==> config.mk <==
export PLATFORM = sky130hd
export DESIGN_NAME = uart_ram_loader
export DESIGN_NICKNAME = d
export VERILOG_FILES = /design/src/rtl/uart_ram_loader.sv
export SDC_FILE = /design/constraint.sdc
export NUM_CORES = 1
export LEC_CHECK = 0
export CAP_MARGIN = 40
export CORE_MARGIN = 2
export CORE_UTILIZATION = 40
export CTS_CLUSTER_DIAMETER = 40
export CTS_CLUSTER_SIZE = 24
export DETAILED_ROUTE_END_ITERATION = 10
export PLACE_DENSITY = 0.59
export SLEW_MARGIN = 15
export SYNTH_ARGS = -nofsm -noshare
export SYNTH_HDL_FRONTEND = slang
export SYNTH_SLANG_ARGS = --single-unit
==> constraint.sdc <==
create_clock -name clk -period 3.7 [get_ports clk]
set_clock_uncertainty 0.1 [all_clocks]
set_input_delay 0.37 -clock clk [delete_from_list [all_inputs] [get_ports clk]]
set_output_delay 0.37 -clock clk [all_outputs]
set_load 0.02 [all_outputs]
==> src/rtl/uart_ram_loader.sv <==
// uart_ram_loader: 8N1 UART receiver feeding a framed loader that writes
// 16-bit big-endian words into RAM. Frame: Header, len_hi, len_lo, then
// len words (hi byte, lo byte). busy covers the whole load.
module uart_ram_loader #(
   parameter int unsigned ClksPerBit = 100,
   parameter int unsigned AddrWidth  = 16,
   parameter logic [7:0]  Header     = 8'hA5
) (
   input  logic                 clk,
   input  logic                 rst,
   input  logic                 rx,
   output logic                 ramWriteEnable,
   output logic [AddrWidth-1:0] ramWriteAddr,
   output logic [15:0]          ramWriteData,
   output logic                 busy,
   output logic                 done,
   output logic                 frameError
);

   localparam int unsigned CntW = $clog2(ClksPerBit);
   localparam logic [CntW-1:0] FullCnt = CntW'(ClksPerBit - 1);
   localparam logic [CntW-1:0] HalfCnt = CntW'(ClksPerBit / 2 - 1);

   // Receiver states
   localparam logic [1:0] RxIdle  = 2'd0;
   localparam logic [1:0] RxStart = 2'd1;
   localparam logic [1:0] RxData  = 2'd2;
   localparam logic [1:0] RxStop  = 2'd3;

   // Loader states
   localparam logic [2:0] LdWaitHdr = 3'd0;
   localparam logic [2:0] LdLenHi   = 3'd1;
   localparam logic [2:0] LdLenLo   = 3'd2;
   localparam logic [2:0] LdDataHi  = 3'd3;
   localparam logic [2:0] LdDataLo  = 3'd4;

   // Synchronizer and edge history
   logic rx_meta_q;
   logic rx_sync_q;
   logic rx_prev_q;

   // Receiver registers
   logic [1:0]      rx_state_q, rx_state_d;
   logic [CntW-1:0] cnt_q, cnt_d;
   logic [2:0]      bit_q, bit_d;
   logic [7:0]      shift_q, shift_d;
   logic [7:0]      rx_byte_q, rx_byte_d;
   logic            byte_valid_q, byte_valid_d;
   logic            byte_err_q, byte_err_d;

   // Loader registers
   logic [2:0]           ld_state_q, ld_state_d;
   logic [15:0]          count_q, count_d;
   logic [AddrWidth-1:0] addr_q, addr_d;
   logic [7:0]           hi_q, hi_d;
   logic                 busy_q, busy_d;
   logic                 done_q, done_d;
   logic                 err_q, err_d;
   logic                 we_q, we_d;
   logic [AddrWidth-1:0] waddr_q, waddr_d;
   logic [15:0]          wdata_q, wdata_d;

   logic [15:0] len_word;

   // Two-flop synchronizer; idle-high reset value avoids a false start edge
   always_ff @(posedge clk) begin
      if (rst) begin
         rx_meta_q <= 1'b1;
         rx_sync_q <= 1'b1;
         rx_prev_q <= 1'b1;
      end else begin
         rx_meta_q <= rx;
         rx_sync_q <= rx_meta_q;
         rx_prev_q <= rx_sync_q;
      end
   end

   // Receiver next-state: start detect, mid-bit sampling, stop check
   always_comb begin
      rx_state_d   = rx_state_q;
      cnt_d        = cnt_q;
      bit_d        = bit_q;
      shift_d      = shift_q;
      rx_byte_d    = rx_byte_q;
      byte_valid_d = 1'b0;
      byte_err_d   = 1'b0;
      case (rx_state_q)
         RxIdle: begin
            if (rx_prev_q && !rx_sync_q) begin
               rx_state_d = RxStart;
               cnt_d      = '0;
            end
         end
         RxStart: begin
            if (cnt_q == HalfCnt) begin
               cnt_d      = '0;
               bit_d      = '0;
               rx_state_d = rx_sync_q ? RxIdle : RxData;
            end else begin
               cnt_d = cnt_q + CntW'(1);
            end
         end
         RxData: begin
            if (cnt_q == FullCnt) begin
               cnt_d   = '0;
               shift_d = {rx_sync_q, shift_q[7:1]};
               if (bit_q == 3'd7) begin
                  rx_state_d = RxStop;
               end else begin
                  bit_d = bit_q + 3'd1;
               end
            end else begin
               cnt_d = cnt_q + CntW'(1);
            end
         end
         RxStop: begin
            if (cnt_q == FullCnt) begin
               cnt_d      = '0;
               rx_state_d = RxIdle;
               if (rx_sync_q) begin
                  byte_valid_d = 1'b1;
                  rx_byte_d    = shift_q;
               end else begin
                  byte_err_d = 1'b1;
               end
            end else begin
               cnt_d = cnt_q + CntW'(1);
            end
         end
         default: rx_state_d = RxIdle;
      endcase
   end

   // Receiver state register
   always_ff @(posedge clk) begin
      if (rst) begin
         rx_state_q   <= RxIdle;
         cnt_q        <= '0;
         bit_q        <= '0;
         shift_q      <= '0;
         rx_byte_q    <= '0;
         byte_valid_q <= 1'b0;
         byte_err_q   <= 1'b0;
      end else begin
         rx_state_q   <= rx_state_d;
         cnt_q        <= cnt_d;
         bit_q        <= bit_d;
         shift_q      <= shift_d;
         rx_byte_q    <= rx_byte_d;
         byte_valid_q <= byte_valid_d;
         byte_err_q   <= byte_err_d;
      end
   end

   assign len_word = {count_q[15:8], rx_byte_q};

   // Loader next-state: frame parsing, word assembly and write strobes
   always_comb begin
      ld_state_d = ld_state_q;
      count_d    = count_q;
      addr_d     = addr_q;
      hi_d       = hi_q;
      busy_d     = busy_q;
      err_d      = err_q;
      done_d     = 1'b0;
      we_d       = 1'b0;
      waddr_d    = waddr_q;
      wdata_d    = wdata_q;
      if (byte_err_q) begin
         // A corrupted byte aborts an active load; partial words are dropped
         if (ld_state_q != LdWaitHdr) begin
            err_d      = 1'b1;
            busy_d     = 1'b0;
            ld_state_d = LdWaitHdr;
         end
      end else if (byte_valid_q) begin
         case (ld_state_q)
            LdWaitHdr: begin
               if (rx_byte_q == Header) begin
                  busy_d     = 1'b1;
                  err_d      = 1'b0;
                  addr_d     = '0;
                  ld_state_d = LdLenHi;
               end
            end
            LdLenHi: begin
               count_d    = {rx_byte_q, 8'h00};
               ld_state_d = LdLenLo;
            end
            LdLenLo: begin
               count_d = len_word;
               if (len_word == 16'd0) begin
                  done_d     = 1'b1;
                  busy_d     = 1'b0;
                  ld_state_d = LdWaitHdr;
               end else begin
                  ld_state_d = LdDataHi;
               end
            end
            LdDataHi: begin
               hi_d       = rx_byte_q;
               ld_state_d = LdDataLo;
            end
            LdDataLo: begin
               we_d    = 1'b1;
               waddr_d = addr_q;
               wdata_d = {hi_q, rx_byte_q};
               addr_d  = addr_q + AddrWidth'(1);
               count_d = count_q - 16'd1;
               if (count_q == 16'd1) begin
                  done_d     = 1'b1;
                  busy_d     = 1'b0;
                  ld_state_d = LdWaitHdr;
               end else begin
                  ld_state_d = LdDataHi;
               end
            end
            default: ld_state_d = LdWaitHdr;
         endcase
      end
   end

   // Loader state and output registers
   always_ff @(posedge clk) begin
      if (rst) begin
         ld_state_q <= LdWaitHdr;
         count_q    <= '0;
         addr_q     <= '0;
         hi_q       <= '0;
         busy_q     <= 1'b0;
         err_q      <= 1'b0;
         done_q     <= 1'b0;
         we_q       <= 1'b0;
         waddr_q    <= '0;
         wdata_q    <= '0;
      end else begin
         ld_state_q <= ld_state_d;
         count_q    <= count_d;
         addr_q     <= addr_d;
         hi_q       <= hi_d;
         busy_q     <= busy_d;
         err_q      <= err_d;
         done_q     <= done_d;
         we_q       <= we_d;
         waddr_q    <= waddr_d;
         wdata_q    <= wdata_d;
      end
   end

   assign ramWriteEnable = we_q;
   assign ramWriteAddr   = waddr_q;
   assign ramWriteData   = wdata_q;
   assign busy           = busy_q;
   assign done           = done_q;
   assign frameError     = err_q;

endmodule

Fig. 1: sizing map
Scale: 4 px per um.
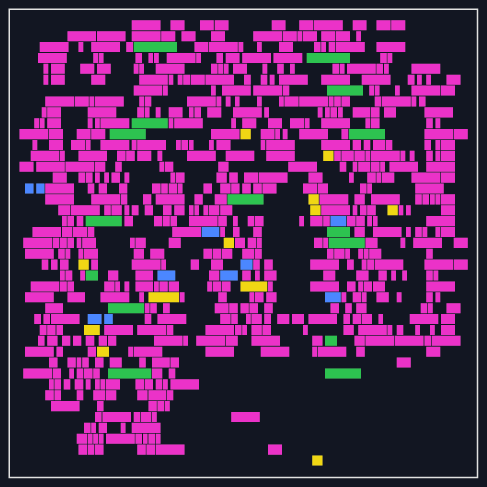
| size | color | cells | share | most used |
|---|---|---|---|---|
| x6 and larger | green | 15 | 2.4% | clkbuf_16 |
| x1 and smaller | magenta | 599 | 94% | dfxtp_1 |
| x3 and x4 | yellow | 12 | 1.9% | buf_4 |
| x2 | blue | 10 | 1.6% | or2_2 |

Fig. 2: wire density map
Scale: 3 px per um. The die is cut into 23 by 23 equal tiles; black is low, pale yellow is high, scaled to the fullest tile. Values are wire area over tile area, all layers added.
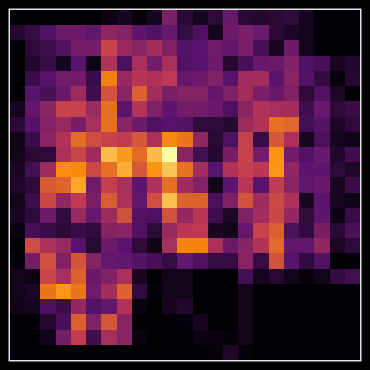
nearly empty tiles: 19%
tiles over half the peak: 14%
mean over tiles: 0.14
emptiest ninth of the die: lower right

==> results_dict.tcl <==
# place-and-route summary
set metrics [dict create \
    holdCritPathClass "reg -> reg" \
    endpoint "addr_q[8]" \
    top_cell_area_share_pct 44.1 \
    yosys.area_share.adder_pct 1.72 \
    nNetsFinal 641 \
    inv_count 16 \
    vias 4467 \
    grt_pass1_vias 4143 \
    warning_count 28 \
    via_per_inst 5.53 \
    slew_viol_final 0 \
    path_depth 5 \
    wl_met1_um 5720 \
    cp_slowest_cell "and2_1" \
    critPathMaxStageDelay_ps 740 \
    p_seq_share_pct 50.8 \
    core_area_sq_um 12500 \
    comb_cells 447 \
    simple_gate_share_pct 26.1 \
    final-nonclk-buf-share_pct 7.24 \
    grt.total_usage_pct 18.3 \
    initCoreUtil_pct 40.6 \
    synth_cell_types 59 \
    internal_power_w 0.00189 \
    logic_area_sq_um 2650 \
    cts_resized 0 \
    grt_pass1_wl_um 20000 \
    tightest_slew_ps 846 \
    min_to "rx_sync_q" \
    cts_tree "built" \
    p_sw_share_pct 20.8 \
    powerClk_w 0.00114 \
    crit_type "reg -> reg" \
    rr_worst_depth 5 \
    combPwrFrac_pct 1.5 \
    finalHoldViolations 0 \
    grt_use_met2_pct 29.7 \
    postCtsSetupRepairBufs 0 \
    grt_max_degree 71 \
    buffers 45 \
    drt_first_pass_iters 5 \
    reg2reg_from "ld_state_q[2]" \
    wirelength_um 12000 \
    hold_path_depth 1 \
    ant_nets 0 \
    common_cells "dfxtp_1 (112), nand2_1 (105), a21oi_1 (67), nor2_1 (40), mux2i_1 (27)" \
    comb-cell-share_pct 44.5 \
    setup_violations 0 \
    worstReg2RegEnd "addr_q[8]" \
    ff_type "dfxtp_1" \
    final_util_pct 47.5 \
    ff_count 112 \
    syn_inst 607 \
    fmax_ghz 0.417 \
    total_power_w 0.00238 \
    ys_seq_share_pct 44.1 \
    clock_sinks 112 \
    lay_top_count "dfxtp_1" \
    cts_buffer_depth 2 \
    die_y_um 117 \
    ctsHoldBuffers 0 \
    rrSetupSlack_ps 1300 \
    h-tree-depth 3 \
    critPathLaunchType "register" \
    ys_cells 607 \
    drive_gt1_share_pct 5.82 \
    synth_xor_xnor_area_share_pct 0.172 \
    seq_share_pct 37.7 \
    edf_count 0 \
    powerComb_w 0.0000359 \
    n_tap_cell 172 \
    crit_start "ld_state_q[2]" \
    powerSeq_w 0.00121 \
    synth_top_cell_by_area "dfxtp_1" \
    clock_cell_area_share_pct 5.93 \
    drcViolationCount 0 \
    place_congestion 0.855 \
    hp-start "rx_meta_q" \
    first_iter_violations 297 \
    rsz0062_at_grt "false" \
    dr_wl_met3_um 415 \
    power_leader "registers" \
    grtUsageMet1_pct 24.6 \
    dpl.hpwl_um 8140 \
    drv_cap 0 \
    io_buffer_count 38 \
    most_common_cell "dfxtp_1" \
    p_leak_nw 2.06 \
    netlist_area_sq_um 5080 \
    regArea_sq_um 2240 \
    dp.cells 792 \
    timing.final.crit_share_pct 64.8 \
    clkPwrFrac_pct 47.7 \
    hold_ws_ps 327 \
    n_clock_buffer 10 \
    dpl_worst_slack_ps 1330 \
    cp_max_fo 25 \
    synth_nets 617 \
    grt_busiest_layer "met2" \
    fin_area_sq_um 5950 \
    path_buffers 1 \
    clk_root_buffer_cell "clkbuf_16" \
    wl_per_cell_um 14.9 \
    post-route-min-period_ps 2400 \
    worst_setup_path_end_kind "register" \
    ys_area_sq_um 5080 \
    clk_pin_slew_ps 80 \
    worst_slack_ps 1300 \
    wl_met2_um 5670 \
    num_antenna_cells 0 \
    rows 41 \
    peakVddDrop_mv 0.230 \
    instances_no_fill 808 \
    setup-tns-final_ps 0 \
    yosysWarnings 0 \
    n_fill_cell 1270 \
    met3_usage_pct 3.01 \
    layout_top_cells "dfxtp_1 (112), nand2_1 (105), a21oi_1 (67)" \
    clock.latency.late_pin_ps 350 \
    logic_family "simple AND/OR/NAND/NOR gates" \
    top_layer "met4" \
    antenna_found_initial 0 \
    slew_headroom_pct 43.6 \
    chipArea_sq_um 13600 \
    globalRoute.totalOverflow 0 \
    synthArstFlopShare_pct 0 \
    status "completed" \
    io_pins 39 \
    powerDensity_nw_per_um2 401 \
    area_leaders "dfxtp_1 (44%), nand2_1 (7.8%), a21oi_1 (6.6%)" \
    ys_seq_elements 112 \
    die-width_um 117 \
    worstPathCellList "nor2b_1 -> and2_1 -> buf_4 -> o211ai_1 -> a31oi_1" \
    cts_buffers 9 \
    aoi_share_pct 18.3 \
    area_growth_pct 17.0 \
]
